[config.mk]
export PLATFORM = sky130hd
export DESIGN_NAME = ui_fill_sequencer_flat
export DESIGN_NICKNAME = d
export VERILOG_FILES = /design/src/rtl/ui_fill_sequencer_pkg.sv /design/src/rtl/ui_fill_sequencer_if.sv /design/src/rtl/ui_fill_sequencer_rect_walker.sv /design/src/rtl/ui_fill_sequencer.sv /design/src/flat_wrapper.sv
export SDC_FILE = /design/constraint.sdc
export NUM_CORES = 1
export LEC_CHECK = 0
export ABC_AREA = 1
export CAP_MARGIN = 30
export CORE_ASPECT_RATIO = 0.8
export CORE_MARGIN = 2
export CORE_UTILIZATION = 54
export DETAILED_ROUTE_END_ITERATION = 10
export HOLD_SLACK_MARGIN = 0.15
export PLACE_DENSITY = 0.83
export SYNTH_ARGS = -nofsm -noshare
export SYNTH_HDL_FRONTEND = slang
export SYNTH_SLANG_ARGS = --single-unit
[constraint.sdc]
create_clock -name clk -period 3.02 [get_ports clk]
set_input_delay 0.604 -clock clk [delete_from_list [all_inputs] [get_ports clk]]
set_output_delay 0.604 -clock clk [all_outputs]
set_load 0.01 [all_outputs]
[src/rtl/ui_fill_sequencer_pkg.sv]
// Shared types for the tile-map rectangle fill sequencer.
// Holds map geometry defaults, tile types and the FSM state encoding.
package ui_pkg;

    localparam int X_BITS_DEF = 6;
    localparam int Y_BITS_DEF = 5;

    typedef logic [1:0] tile_t;
    typedef logic [X_BITS_DEF+Y_BITS_DEF-1:0] taddr_t;

    typedef enum logic [1:0] {
        S_IDLE = 2'd0,
        S_FILL = 2'd1,
        S_DONE = 2'd2
    } state_t;

endpackage

[src/rtl/ui_fill_sequencer_if.sv]
// Command, CPU write and tile-map write port bundle of the fill sequencer.
// The master side drives requests; the slave side is the sequencer.
interface ui_fill_if
    import ui_pkg::*;
#(
    parameter int X_BITS = X_BITS_DEF,
    parameter int Y_BITS = Y_BITS_DEF
) ();

    logic                     cpu_we;
    logic [X_BITS+Y_BITS-1:0] cpu_addr;
    tile_t                    cpu_din;

    logic                     cmd_valid;
    logic                     cmd_ready;
    logic [X_BITS-1:0]        cmd_x;
    logic [Y_BITS-1:0]        cmd_y;
    logic [X_BITS:0]          cmd_w;
    logic [Y_BITS:0]          cmd_h;
    tile_t                    cmd_val;

    logic                     we;
    logic [X_BITS+Y_BITS-1:0] addr;
    tile_t                    din;
    logic                     busy;
    logic                     done;

    modport master (
        output cpu_we, cpu_addr, cpu_din,
        output cmd_valid, cmd_x, cmd_y, cmd_w, cmd_h, cmd_val,
        input  cmd_ready, we, addr, din, busy, done
    );

    modport slave (
        input  cpu_we, cpu_addr, cpu_din,
        input  cmd_valid, cmd_x, cmd_y, cmd_w, cmd_h, cmd_val,
        output cmd_ready, we, addr, din, busy, done
    );

endinterface

[src/rtl/ui_fill_sequencer_rect_walker.sv]
// Row-major rectangle walker with clipping to the map edge.
// Loading and stepping in the same cycle emits the first tile immediately.
module ui_rect_walker
    import ui_pkg::*;
#(
    parameter int X_BITS = X_BITS_DEF,
    parameter int Y_BITS = Y_BITS_DEF
) (
    input  logic                     clk,
    input  logic                     rst_n,
    input  logic                     i_load,
    input  logic                     i_step,
    input  logic [X_BITS-1:0]        i_x,
    input  logic [Y_BITS-1:0]        i_y,
    input  logic [X_BITS:0]          i_w,
    input  logic [Y_BITS:0]          i_h,
    output logic [X_BITS+Y_BITS-1:0] o_addr,
    output logic                     o_last
);

    localparam int CW = X_BITS + 2;
    localparam int RW = Y_BITS + 2;
    localparam logic [CW-1:0] C_MAX = {2'b01, {X_BITS{1'b0}}};
    localparam logic [RW-1:0] R_MAX = {2'b01, {Y_BITS{1'b0}}};
    localparam logic [CW-1:0] C_ONE = {{(CW-1){1'b0}}, 1'b1};
    localparam logic [RW-1:0] R_ONE = {{(RW-1){1'b0}}, 1'b1};

    logic [CW-1:0] r_x0, r_col, r_clim;
    logic [RW-1:0] r_row, r_rlim;

    logic [CW-1:0] w_csum, w_x0, w_col, w_clim;
    logic [RW-1:0] w_rsum, w_row, w_rlim;
    logic          w_col_end;

    // Limits are clamped at load so clipped tiles are never visited.
    always_comb begin
        w_csum = {2'b00, i_x} + {1'b0, i_w};
        w_rsum = {2'b00, i_y} + {1'b0, i_h};
        if (i_load) begin
            w_x0   = {2'b00, i_x};
            w_col  = {2'b00, i_x};
            w_row  = {2'b00, i_y};
            w_clim = (w_csum > C_MAX) ? C_MAX : w_csum;
            w_rlim = (w_rsum > R_MAX) ? R_MAX : w_rsum;
        end else begin
            w_x0   = r_x0;
            w_col  = r_col;
            w_row  = r_row;
            w_clim = r_clim;
            w_rlim = r_rlim;
        end
        w_col_end = (w_col == w_clim - C_ONE);
        o_last    = w_col_end && (w_row == w_rlim - R_ONE);
        o_addr    = {w_col[X_BITS-1:0], w_row[Y_BITS-1:0]};
    end

    always_ff @(posedge clk or negedge rst_n) begin
        if (!rst_n) begin
            r_x0   <= '0;
            r_col  <= '0;
            r_row  <= '0;
            r_clim <= '0;
            r_rlim <= '0;
        end else if (i_load || i_step) begin
            r_x0   <= w_x0;
            r_clim <= w_clim;
            r_rlim <= w_rlim;
            if (i_step && w_col_end) begin
                r_col <= w_x0;
                r_row <= w_row + R_ONE;
            end else if (i_step) begin
                r_col <= w_col + C_ONE;
                r_row <= w_row;
            end else begin
                r_col <= w_col;
                r_row <= w_row;
            end
        end
    end

endmodule

[src/rtl/ui_fill_sequencer.sv]
// Tile-map rectangle fill sequencer: FSM, CPU-priority arbitration, write port.
// Optional UI_FILL_CLEAR_EN adds clear_req, a whole-map fill with value 0.
module ui_fill_sequencer
    import ui_pkg::*;
#(
    parameter int X_BITS = X_BITS_DEF,
    parameter int Y_BITS = Y_BITS_DEF
) (
    input  logic clk,
    input  logic rst_n,
`ifdef UI_FILL_CLEAR_EN
    input  logic clear_req,
`endif
    ui_fill_if.slave bus
);

    state_t r_state, w_next;

    logic                     r_fin;
    tile_t                    r_val;
    logic                     r_we;
    logic [X_BITS+Y_BITS-1:0] r_addr;
    tile_t                    r_din;

    logic                     w_clear;
    logic                     w_accept;
    logic                     w_start;
    logic                     w_empty;
    logic                     w_load;
    logic                     w_issue;
    logic                     w_last;
    logic [X_BITS-1:0]        w_ld_x;
    logic [Y_BITS-1:0]        w_ld_y;
    logic [X_BITS:0]          w_ld_w;
    logic [Y_BITS:0]          w_ld_h;
    tile_t                    w_ld_val;
    tile_t                    w_val;
    logic [X_BITS+Y_BITS-1:0] w_fill_addr;

`ifdef UI_FILL_CLEAR_EN
    assign w_clear = clear_req && (r_state == S_IDLE);
`else
    assign w_clear = 1'b0;
`endif

    assign bus.cmd_ready = (r_state == S_IDLE) && !w_clear;
    assign w_accept      = bus.cmd_valid && bus.cmd_ready;
    assign w_start       = w_accept || w_clear;

    always_comb begin
        w_ld_x   = bus.cmd_x;
        w_ld_y   = bus.cmd_y;
        w_ld_w   = bus.cmd_w;
        w_ld_h   = bus.cmd_h;
        w_ld_val = bus.cmd_val;
        if (w_clear) begin
            w_ld_x   = '0;
            w_ld_y   = '0;
            w_ld_w   = {1'b1, {X_BITS{1'b0}}};
            w_ld_h   = {1'b1, {Y_BITS{1'b0}}};
            w_ld_val = '0;
        end
        w_empty = (w_ld_w == '0) || (w_ld_h == '0);
        w_val   = (r_state == S_IDLE) ? w_ld_val : r_val;
    end

    // The first tile is issued in the accept cycle; r_fin then spends
    // one FILL cycle so done lands the cycle after the last write.
    always_comb begin
        w_next  = r_state;
        w_load  = 1'b0;
        w_issue = 1'b0;
        unique case (r_state)
            S_IDLE: begin
                if (w_start) begin
                    w_load = 1'b1;
                    if (w_empty) begin
                        w_next = S_DONE;
                    end else begin
                        w_issue = !bus.cpu_we;
                        w_next  = S_FILL;
                    end
                end
            end
            S_FILL: begin
                if (r_fin) w_next = S_DONE;
                else       w_issue = !bus.cpu_we;
            end
            S_DONE: w_next = S_IDLE;
            default: w_next = S_IDLE;
        endcase
    end

    ui_rect_walker #(
        .X_BITS (X_BITS),
        .Y_BITS (Y_BITS)
    ) u_walker (
        .clk    (clk),
        .rst_n  (rst_n),
        .i_load (w_load),
        .i_step (w_issue),
        .i_x    (w_ld_x),
        .i_y    (w_ld_y),
        .i_w    (w_ld_w),
        .i_h    (w_ld_h),
        .o_addr (w_fill_addr),
        .o_last (w_last)
    );

    always_ff @(posedge clk or negedge rst_n) begin
        if (!rst_n) begin
            r_state <= S_IDLE;
            r_fin   <= 1'b0;
            r_val   <= '0;
        end else begin
            r_state <= w_next;
            r_fin   <= w_issue && w_last;
            if (w_load) r_val <= w_ld_val;
        end
    end

    always_ff @(posedge clk or negedge rst_n) begin
        if (!rst_n) begin
            r_we   <= 1'b0;
            r_addr <= '0;
            r_din  <= '0;
        end else if (bus.cpu_we) begin
            r_we   <= 1'b1;
            r_addr <= bus.cpu_addr;
            r_din  <= bus.cpu_din;
        end else if (w_issue) begin
            r_we   <= 1'b1;
            r_addr <= w_fill_addr;
            r_din  <= w_val;
        end else begin
            r_we   <= 1'b0;
        end
    end

    assign bus.we   = r_we;
    assign bus.addr = r_addr;
    assign bus.din  = r_din;
    assign bus.busy = (r_state != S_IDLE);
    assign bus.done = (r_state == S_DONE);

endmodule

[src/flat_wrapper.sv]
// flat-port wrapper written by rule: the top's interface ports become plain ports
module ui_fill_sequencer_flat import ui_pkg::*;
#(
    parameter int X_BITS = X_BITS_DEF,
    parameter int Y_BITS = Y_BITS_DEF
)
  (clk, rst_n, bus_cpu_we, bus_cpu_addr, bus_cpu_din, bus_cmd_valid, bus_cmd_x, bus_cmd_y, bus_cmd_w, bus_cmd_h, bus_cmd_val, bus_cmd_ready, bus_we, bus_addr, bus_din, bus_busy, bus_done);
  ui_fill_if #(.X_BITS(X_BITS), .Y_BITS(Y_BITS)) bus_i ();
  input  logic clk;
  input  logic rst_n;
  input wire logic [$bits(bus_i.cpu_we)-1:0] bus_cpu_we;
  input wire logic [$bits(bus_i.cpu_addr)-1:0] bus_cpu_addr;
  input wire logic [$bits(bus_i.cpu_din)-1:0] bus_cpu_din;
  input wire logic [$bits(bus_i.cmd_valid)-1:0] bus_cmd_valid;
  input wire logic [$bits(bus_i.cmd_x)-1:0] bus_cmd_x;
  input wire logic [$bits(bus_i.cmd_y)-1:0] bus_cmd_y;
  input wire logic [$bits(bus_i.cmd_w)-1:0] bus_cmd_w;
  input wire logic [$bits(bus_i.cmd_h)-1:0] bus_cmd_h;
  input wire logic [$bits(bus_i.cmd_val)-1:0] bus_cmd_val;
  output wire logic [$bits(bus_i.cmd_ready)-1:0] bus_cmd_ready;
  output wire logic [$bits(bus_i.we)-1:0] bus_we;
  output wire logic [$bits(bus_i.addr)-1:0] bus_addr;
  output wire logic [$bits(bus_i.din)-1:0] bus_din;
  output wire logic [$bits(bus_i.busy)-1:0] bus_busy;
  output wire logic [$bits(bus_i.done)-1:0] bus_done;
  assign bus_i.cpu_we = bus_cpu_we;
  assign bus_i.cpu_addr = bus_cpu_addr;
  assign bus_i.cpu_din = bus_cpu_din;
  assign bus_i.cmd_valid = bus_cmd_valid;
  assign bus_i.cmd_x = bus_cmd_x;
  assign bus_i.cmd_y = bus_cmd_y;
  assign bus_i.cmd_w = bus_cmd_w;
  assign bus_i.cmd_h = bus_cmd_h;
  assign bus_i.cmd_val = bus_cmd_val;
  assign bus_cmd_ready = bus_i.cmd_ready;
  assign bus_we = bus_i.we;
  assign bus_addr = bus_i.addr;
  assign bus_din = bus_i.din;
  assign bus_busy = bus_i.busy;
  assign bus_done = bus_i.done;
  ui_fill_sequencer #(.X_BITS(X_BITS), .Y_BITS(Y_BITS)) u_core (.clk(clk), .rst_n(rst_n), .bus(bus_i));
endmodule
Fig. 1: run 1, nets reached from selected ports
Drawn at 4 px/um.
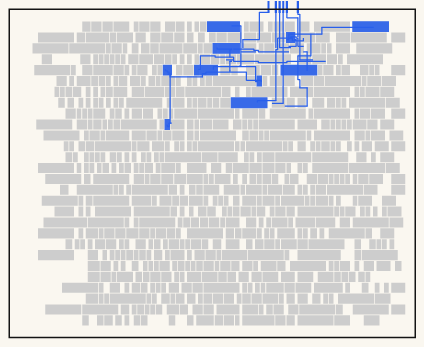
Key: bus_cmd_h = blue [bits 6, direction input, end cells 12, wire 324 um]
number of top-level design ports: 60
IO buf count: 59

Fig. 2: run 1, local utilization
Drawn at 3 px/um. 10 x 8 tiles, from dark purple (low) to yellow (high), 0 to 100% covered.
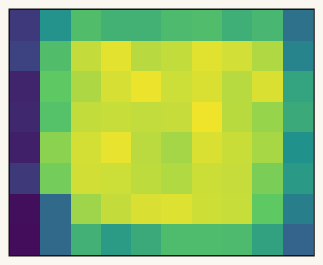
The emptiest ninth of the die: bottom left. The densest ninth of the die: middle. The fullest tile reaches 98%. The mean over all tiles is 71%.
final core utilization: 81.4%
standard cell core area: 7360 um2

Fig. 3: run 1, selected gate families
Drawn at 4 px/um.
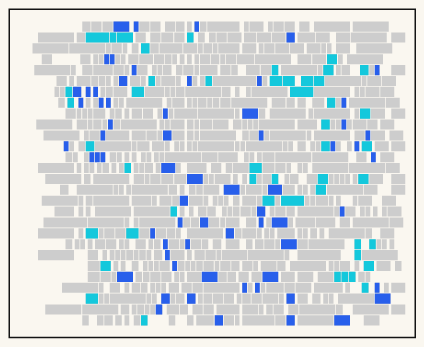
Key: NOR gates = blue [cells 65, most used nor2_1, where widely spread]; inverting AOI/OAI gates = cyan [cells 48, most used o21ai_0, where widely spread]

==> run summary, run 1 <==
Notes on the physical design

The global placer's final weighted congestion is 0.905. The insertion delay at the late pin of the worst-skew pair is 360 ps. The smallest setup slack after layout is -107 ps. The number of failing hold endpoints at the final stage is 0.

The clock network accounts for 28.7% of the total power. The area fraction in mux cells is 0.246%. The static power due to leakage is 3.14 nW. Per the layout report, the design carries 78 non-clock inverters. The main area contributors are dfrtp_1 (35%), nand2_1 (18%), nand3_1 (6.8%). The area-dominant cell class after layout is combinational gates. Buffers outside the clock tree occupy 21.1% of the routed design's cell area. Yosys shows that the main logic family after synthesis is simple AND/OR/NAND/NOR gates. The number of flip-flops in the largest register is 11. The data arrival time of the worst path is 3420 ps. The pre-antenna-repair detailed-routing pass consisted of 7 iterations. By count the netlist is led by nand2_1 (191), inv_1 (68), dfrtp_1 (57), nand3_1 (55), nor2_1 (49).

Per the GRT congestion report, total overflow comes to 0. The xor/xnor cell area share of the yosys netlist is 3.87%. By instance count after routing, the leading logic cell types are nand2_1 (169), buf_4 (86), inv_1 (67). Of the total synthesized cell area, the portion taken by AND-OR and OR-AND cells is 8.05%. The routed wire length is 15.7 mm.

The clock tree cell share of total cell area is 4.16%. The flow ran to the end, but the final reports show violations. For this run, the chip area from Yosys synthesis comes to 4070 um2. Leaving out buffers and inverters, the combinational logic in the layout accounts for 2640 um2. According to the cell report, flip-flops and latches in the layout number 57. The worst-case IR drop observed on VDD is 0.000466 V.

Per the detail_route report, the via count comes to 4990. The final setup violation count is 16. The maximum root-to-sink buffer count is 2.

The warning total across the stage logs is 28. When the netlist entered floorplanning its net count stood at 631. The clock H-tree reported by CTS has 3 levels.

The floorplan step defined a die boundary enclosing 8260 um2. The area growth from synthesis to layout is 47.0%. The number of clock buffers added by TritonCTS is 9. The checks that failed: negative setup slack. The area fraction in full adders, half adders and majority gates is 5.59%. Summed over all nets, wire length on met2 after detailed routing comes to 6.98 mm. The family of cells with the greatest summed delay on the critical path is simple AND/OR/NAND/NOR gates. The cell type that accounts for the most area after synthesis is dfrtp_1. The synthesis-stage register bit count is 57.
==> run 1: worst paths after layout <==
check	startpoint	end	slack (ps)	cells past startpoint
min in group clk	u_core.u_walker.r_x0[3]$_DFFE_PN0P_	u_core.u_walker.r_x0[3]$_DFFE_PN0P_	490	2
hold reg to reg	u_core.u_walker.r_x0[3]$_DFFE_PN0P_	u_core.u_walker.r_x0[3]$_DFFE_PN0P_	490	2
hold / removal	rst_n	u_core.r_state[1]$_DFFE_PN0P_	370	1
setup reg to reg	u_core.r_state[0]$_DFFE_PN0P_	u_core.u_walker.r_row[3]$_DFFE_PN0P_	100	17
setup / recovery	bus_cmd_h[4]	u_core.r_fin$_DFF_PN0_	-110	18
max in group asynchronous	rst_n	u_core.u_walker.r_col[3]$_DFFE_PN0P_	1840	2
Fig. 4: run 1, clock routing
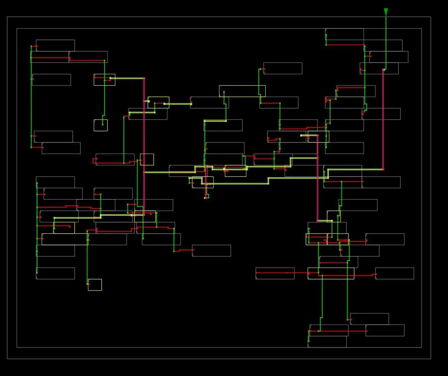

==> run 2, diff against run 1 <==
--- a/config.mk
+++ b/config.mk
@@ -13,6 +13,7 @@
 export DETAILED_ROUTE_END_ITERATION = 10
 export HOLD_SLACK_MARGIN = 0.15
 export PLACE_DENSITY = 0.83
+export SKIP_CTS_REPAIR_TIMING = 1
 export SYNTH_ARGS = -nofsm -noshare
 export SYNTH_HDL_FRONTEND = slang
 export SYNTH_SLANG_ARGS = --single-unit
Fig. 5: run 2, clock routing
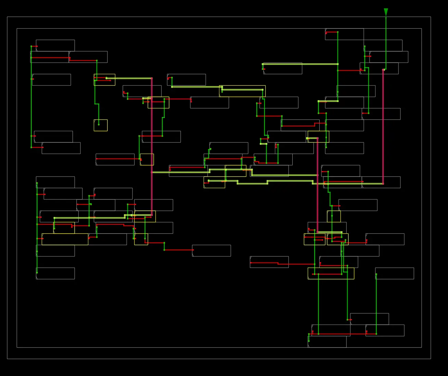
number of sequential cells: 57
clk sinks: 57
clock insertion delay at the later pin of the skew report: 360 ps
Max Clock Skew: 14.3 ps
Num CTS Buffers: 9

==> run summary, run 2 <==
Notes on the physical design

The met1 wire length came to 5.56 mm (was 5.97 mm). The time the final worst path needs with I/O delays and setup is 3070 ps (was 3130 ps). The total length of routed met2 wires is 6.65 mm (was 6.98 mm). The overall via count from detail_route was 4813 (was 4990). The layout-stage area growth over the synthesis result is 46.3% (was 47.0%). The warning total across the stage logs is 27 (was 28). The smallest setup slack after layout is -48.1 ps (was -107 ps).

The area inside the core boundary came to 7360 um2 (unchanged). The count of antenna diodes in the layout is 0 (unchanged). The last element of the critical path is u_core.r_fin$_DFF_PN0_ (unchanged). The worst setup path startpoint is bus_cmd_y[0] (was bus_cmd_h[4]). The height of the die came to 81.7 um (unchanged). The end-of-flow core utilization was 81.0% (was 81.4%). The number of ports placed on the die boundary is 60 (unchanged). Commonest cells post-synth: nand2_1 (191), inv_1 (68), dfrtp_1 (57), nand3_1 (55), nor2_1 (49) (unchanged). The fraction of area in registers came to 23.9% (was 23.8%). The number of I/O port buffers is 59 (unchanged). The synthesis-stage register bit count is 57 (unchanged). The pre-CTS worst setup slack is -743 ps (unchanged). The overall chip area is 8260 um2 (unchanged). The routed wire length is 14.4 mm (was 15.7 mm). The static power due to leakage is 3.20 nW (was 3.14 nW). The destination of the worst register-to-register timing path is u_core.u_walker.r_row[0]$_DFFE_PN0P_ (was u_core.u_walker.r_row[3]$_DFFE_PN0P_).

The number of standard-cell rows in the floorplan was 28 (unchanged). The startpoint of the worst-slack reg-to-reg timing path is u_core.r_state[0]$_DFFE_PN0P_ (unchanged). The total routing resource utilization after global routing is 29.1% (was 31.2%). The finished layout cell area is 5960 um2 (was 5990 um2).

The count of inverters other than clock inverters in the layout is 78 (unchanged). The number of failing hold endpoints at the final stage is 0 (unchanged). The clock network fraction of total power is 29.7% (was 28.7%). The number of nets produced by synthesis came to 631 (unchanged).

The aggregate negative setup slack is -145 ps (was -895 ps). Violated checks: negative setup slack (unchanged). The iteration count of the initial detailed-routing pass is 5 (was 7).

The clock tree cell share of total cell area is 4.18% (was 4.16%). The flop-to-flop setup slack is 160 ps (was 100 ps). Result of the run: finished, violations left (unchanged). The buffer type at the clock tree root is clkbuf_8 (unchanged). Top post-synthesis cells by area: dfrtp_1 (35%), nand2_1 (18%), nand3_1 (6.8%) (unchanged). The global placer's final weighted congestion came to 0.905 (unchanged). The final setup violation count is 7 (was 16). The data arrival time of the worst path is 3350 ps (was 3420 ps). The maximum level of the CTS H-tree is 3 (unchanged).

The area-dominant cell class after layout is combinational gates (unchanged). The clock transition at the register clock pins on the worst setup and hold paths after CTS came to 80 ps (about the same). Top Layout Cells: nand2_1 (177), buf_4 (81), inv_1 (67) (was nand2_1 (169), buf_4 (86), inv_1 (67)). The depth of the worst register-to-register path came to 17 (unchanged).

The total grt overflow came to 0 (unchanged). The cell type with the largest total area is dfrtp_1 (unchanged). The worst voltage drop across the vdd grid is 0.000461 V (was 0.000466 V). The number of flip-flops in the largest register was 11 (unchanged). The die width is 101 um (unchanged). The summed standard-cell area reported by yosys came to 4070 um2 (unchanged). The maximum root-to-sink buffer count is 2 (unchanged).

The combinational cell area excluding buffers and inverters is 2570 um2 (was 2640 um2). The post-route total power came to 3.09 mW (was 3.18 mW). The tally of unique sky130hd cells used after synthesis was 44 (unchanged).
-- run 2: worst max-delay path, stage by stage --
cell             delay (ps)
clkdlybuf4s50_1         450
ha_2                    230
fa_2                    370
buf_4                   160
xnor2_2                 190
nand3_1                 100
nor2_1                  150
nand3_1                 100
nand2_1                  80
nand2_1                  80
nand2_2                 120
inv_1                    60
nand3_1                 120
nor2_1                   80
nor2_2                  110
nand3_1                  70
nor2_1                  100
nand2_1                  80
nor2_2                  110
-- run 2: cell families after synthesis --
kind of cell,synth area share [%]
buffers and inverters,9.49
AOI/OAI and AO/OA,8.05
and+or+nand+nor,37.7
DFF,35.0
adders and majority gates,5.59
xor gates and xnor gates,3.87
muxes,0.246
Fig. 6: run 2, local utilization
Drawn at 3 px/um. 10 x 8 tiles, from dark purple (low) to yellow (high), 0 to 100% covered.
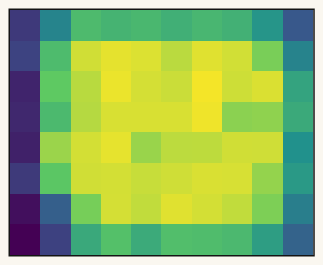

==> run 3, diff against run 2 <==
--- a/config.mk
+++ b/config.mk
@@ -12,6 +12,7 @@
 export CORE_UTILIZATION = 54
 export DETAILED_ROUTE_END_ITERATION = 10
 export HOLD_SLACK_MARGIN = 0.15
+export MAX_ROUTING_LAYER = met4
 export PLACE_DENSITY = 0.83
 export SKIP_CTS_REPAIR_TIMING = 1
 export SYNTH_ARGS = -nofsm -noshare
Fig. 7: run 3, local utilization
Drawn at 3 px/um. 10 x 8 tiles, from dark purple (low) to yellow (high), 0 to 100% covered.
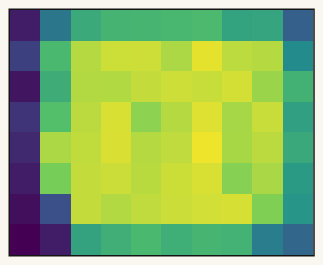
final core utilization: 79.6%
Initial Util: 55.4%

==> run summary, run 3 <==
Notes on the physical design

The number of nets in the layout is 780 (was 779). The most frequently used cell type in the post-synthesis netlist is nand2_1 (unchanged). The iteration count of the initial detailed-routing pass is 6 (was 5). The top metal layer carrying routed signals is met4 (unchanged).

The global-route track usage on met2 came to 49.1% (was 45.4%). The worst setup path startpoint is bus_cmd_w[4] (was bus_cmd_y[0]). The time the final worst path needs with I/O delays and setup was 3170 ps (was 3070 ps). The number of ports placed on the die boundary is 60 (unchanged). The flop-to-flop setup slack is 70 ps (was 160 ps). The height of the die is 81.7 um (unchanged). The layout-stage area growth over the synthesis result is 43.7% (was 46.3%).

The global placer's final weighted congestion is 0.889 (was 0.905). The overall chip area came to 8260 um2 (unchanged). The maximum root-to-sink buffer count is 2 (unchanged). The static power due to leakage is 3.18 nW (was 3.20 nW). The total grt overflow came to 0 (unchanged).

The cell type with the largest total area is dfrtp_1 (unchanged). The class of the most critical hold timing path is input pin to asynchronous set/reset pin (unchanged). Top post-synthesis cells by area: dfrtp_1 (35%), nand2_1 (18%), nand3_1 (6.8%) (unchanged). The depth of the critical timing path with buffers and inverters included was 23 (was 19). The depth of the worst register-to-register path is 17 (unchanged). The clock transition at the register clock pins on the worst setup and hold paths after CTS was 80 ps (about the same).

The via count of the first global-routing pass is 4092 (was 4053). The maximum clock skew at final layout is 11.6 ps (was 14.3 ps). The summed standard-cell area reported by yosys is 4070 um2 (unchanged). The count of antenna diodes in the layout is 0 (unchanged). The area inside the core boundary is 7360 um2 (unchanged).

The number of flip-flops in the largest register is 11 (unchanged). The part of the power in combinational logic is 43.2% (was 41.5%). The count of library flops with an enable pin is 0 (unchanged). The total length of routed met2 wires is 6.88 mm (was 6.65 mm). The critical path's most frequent cell is nand2_1 (was nand3_1). The family of cells with the greatest summed delay on the critical path is simple AND/OR/NAND/NOR gates (unchanged). Violated checks: negative setup slack (unchanged).

The total routing resource utilization after global routing is 31.5% (was 29.1%). The worst-path cell with the longest stage delay is ha_4 (was clkdlybuf4s50_1). The clock network fraction of total power came to 27.1% (was 29.7%).

The tally of unique sky130hd cells used after synthesis was 44 (unchanged). The finished layout cell area is 5850 um2 (was 5960 um2). Commonest cells post-synth: nand2_1 (191), inv_1 (68), dfrtp_1 (57), nand3_1 (55), nor2_1 (49) (unchanged). The largest incremental delay on the critical path is 310 ps (was 450 ps). The data arrival time of the worst path was 3460 ps (was 3350 ps). The cell total in the yosys stat output is 571 (unchanged). The insertion delay at the late pin of the worst-skew pair is 360 ps (about the same). The met1 wire length came to 5.80 mm (was 5.56 mm). The warning total across the stage logs is 27 (unchanged).

The destination of the worst register-to-register timing path is u_core.u_walker.r_row[0]$_DFFE_PN0P_ (unchanged). The final setup violation count is 16 (was 7). The async set or reset register ratio after synthesis came to 100% (unchanged). The sum of buffers and inverters on the critical path was 6 (was 3).

Cells along the critical path: dlymetal6s2s_1 -> ha_4 -> nand2_1 -> nor2_2 -> inv_1 -> nor2_2 -> nor2_2 -> nand3_4 -> buf_4 -> buf_4 -> nand2_2 -> nand2_1 -> nand2_2 -> inv_1 -> nand2_1 -> nand2_1 -> nand2_1 -> nor2_2 -> nand2_2 -> nor2_4 -> buf_4 -> nand3_1 -> nand2_1 (was clkdlybuf4s50_1 -> ha_2 -> fa_2 -> buf_4 -> xnor2_2 -> nand3_1 -> nor2_1 -> nand3_1 -> nand2_1 -> nand2_1 -> nand2_2 -> inv_1 -> nand3_1 -> nor2_1 -> nor2_2 -> nand3_1 -> nor2_1 -> nand2_1 -> nor2_2). The smallest setup slack after layout is -147 ps (was -48.1 ps). The buffer type at the clock tree root is clkbuf_8 (unchanged). The number of I/O port buffers is 59 (unchanged).

The worst voltage drop across the vdd grid is 0.000372 V (was 0.000461 V). The post-route total power is 3.01 mW (was 3.09 mW). The overall via count from detail_route came to 4895 (was 4813). The post-synthesis instance area is 4070 um2 (unchanged). The switching component of the power is 1.17 mW (was 1.15 mW).

The transition at the pin with the smallest max-transition slack is 908 ps (was 841 ps). The top logic cell by instance count in the layout is nand2_1 (unchanged). The number of nets produced by synthesis is 631 (unchanged). The last element of the critical path is u_core.u_walker.r_row[0]$_DFFE_PN0P_ (was u_core.r_fin$_DFF_PN0_). Top Layout Cells: nand2_1 (174), buf_4 (85), inv_1 (67) (was nand2_1 (177), buf_4 (81), inv_1 (67)). The met3 capacity usage during global routing is 6.47% (was 6.04%). The number of standard-cell rows in the floorplan was 28 (unchanged). The die width came to 101 um (unchanged). The critical path launch point type is an input pin (unchanged). The maximum level of the CTS H-tree is 3 (unchanged). The count of pins over their slew limit is 0 (unchanged). The startpoint of the worst-slack reg-to-reg timing path is u_core.r_state[0]$_DFFE_PN0P_ (unchanged). The number of buffers inserted during clock tree synthesis came to 9 (unchanged). The routed length on met3 was 1.75 mm (was 1.57 mm). The number of clock sinks came to 57 (unchanged). Result of the run: finished, violations left (unchanged).

The pre-CTS worst setup slack is -646 ps (was -743 ps). The routed wire length is 15.1 mm (was 14.4 mm). The part of the cycle the worst path needs is 105% (was 102%).

The number of failing hold endpoints at the final stage came to 0 (unchanged). The synthesis-stage register bit count came to 57 (unchanged).
[run 3: kinds of logic (layout without fill, tap and decap cells)]
family	count (synthesis)	after routing	share of synthesized area, %
flops	57	57	35.0
simple gates	341	342	37.7
fa+ha+maj	17	17	5.59
buf+inv	89	242	9.49
xor+xnor	18	18	3.87
mux	1	1	0.246
compound gates	48	48	8.05
[run 3: final cells by class]
class	instances	area (um2)
clock buffers	9	124
repair buffers	148	1270
multi-input cells	426	2530
fillers	422	1500
well taps	90	113
flip-flops and latches	57	1430
clock inverters	7	95.1
inverters	78	297
[run 3: through the flow]
step	instances	hold WS (ps)	TNS (ps)
2_1_floorplan	571	308	-422
3_3_place_gp	792	461	-7760
3_5_place_dp	792	465	-9680
4_1_cts	808	386	-4730
5_1_grt	815	433	-2490
6_report	815	370	-904
Power figures rest on the tool's default switching activity, not on a simulated workload.
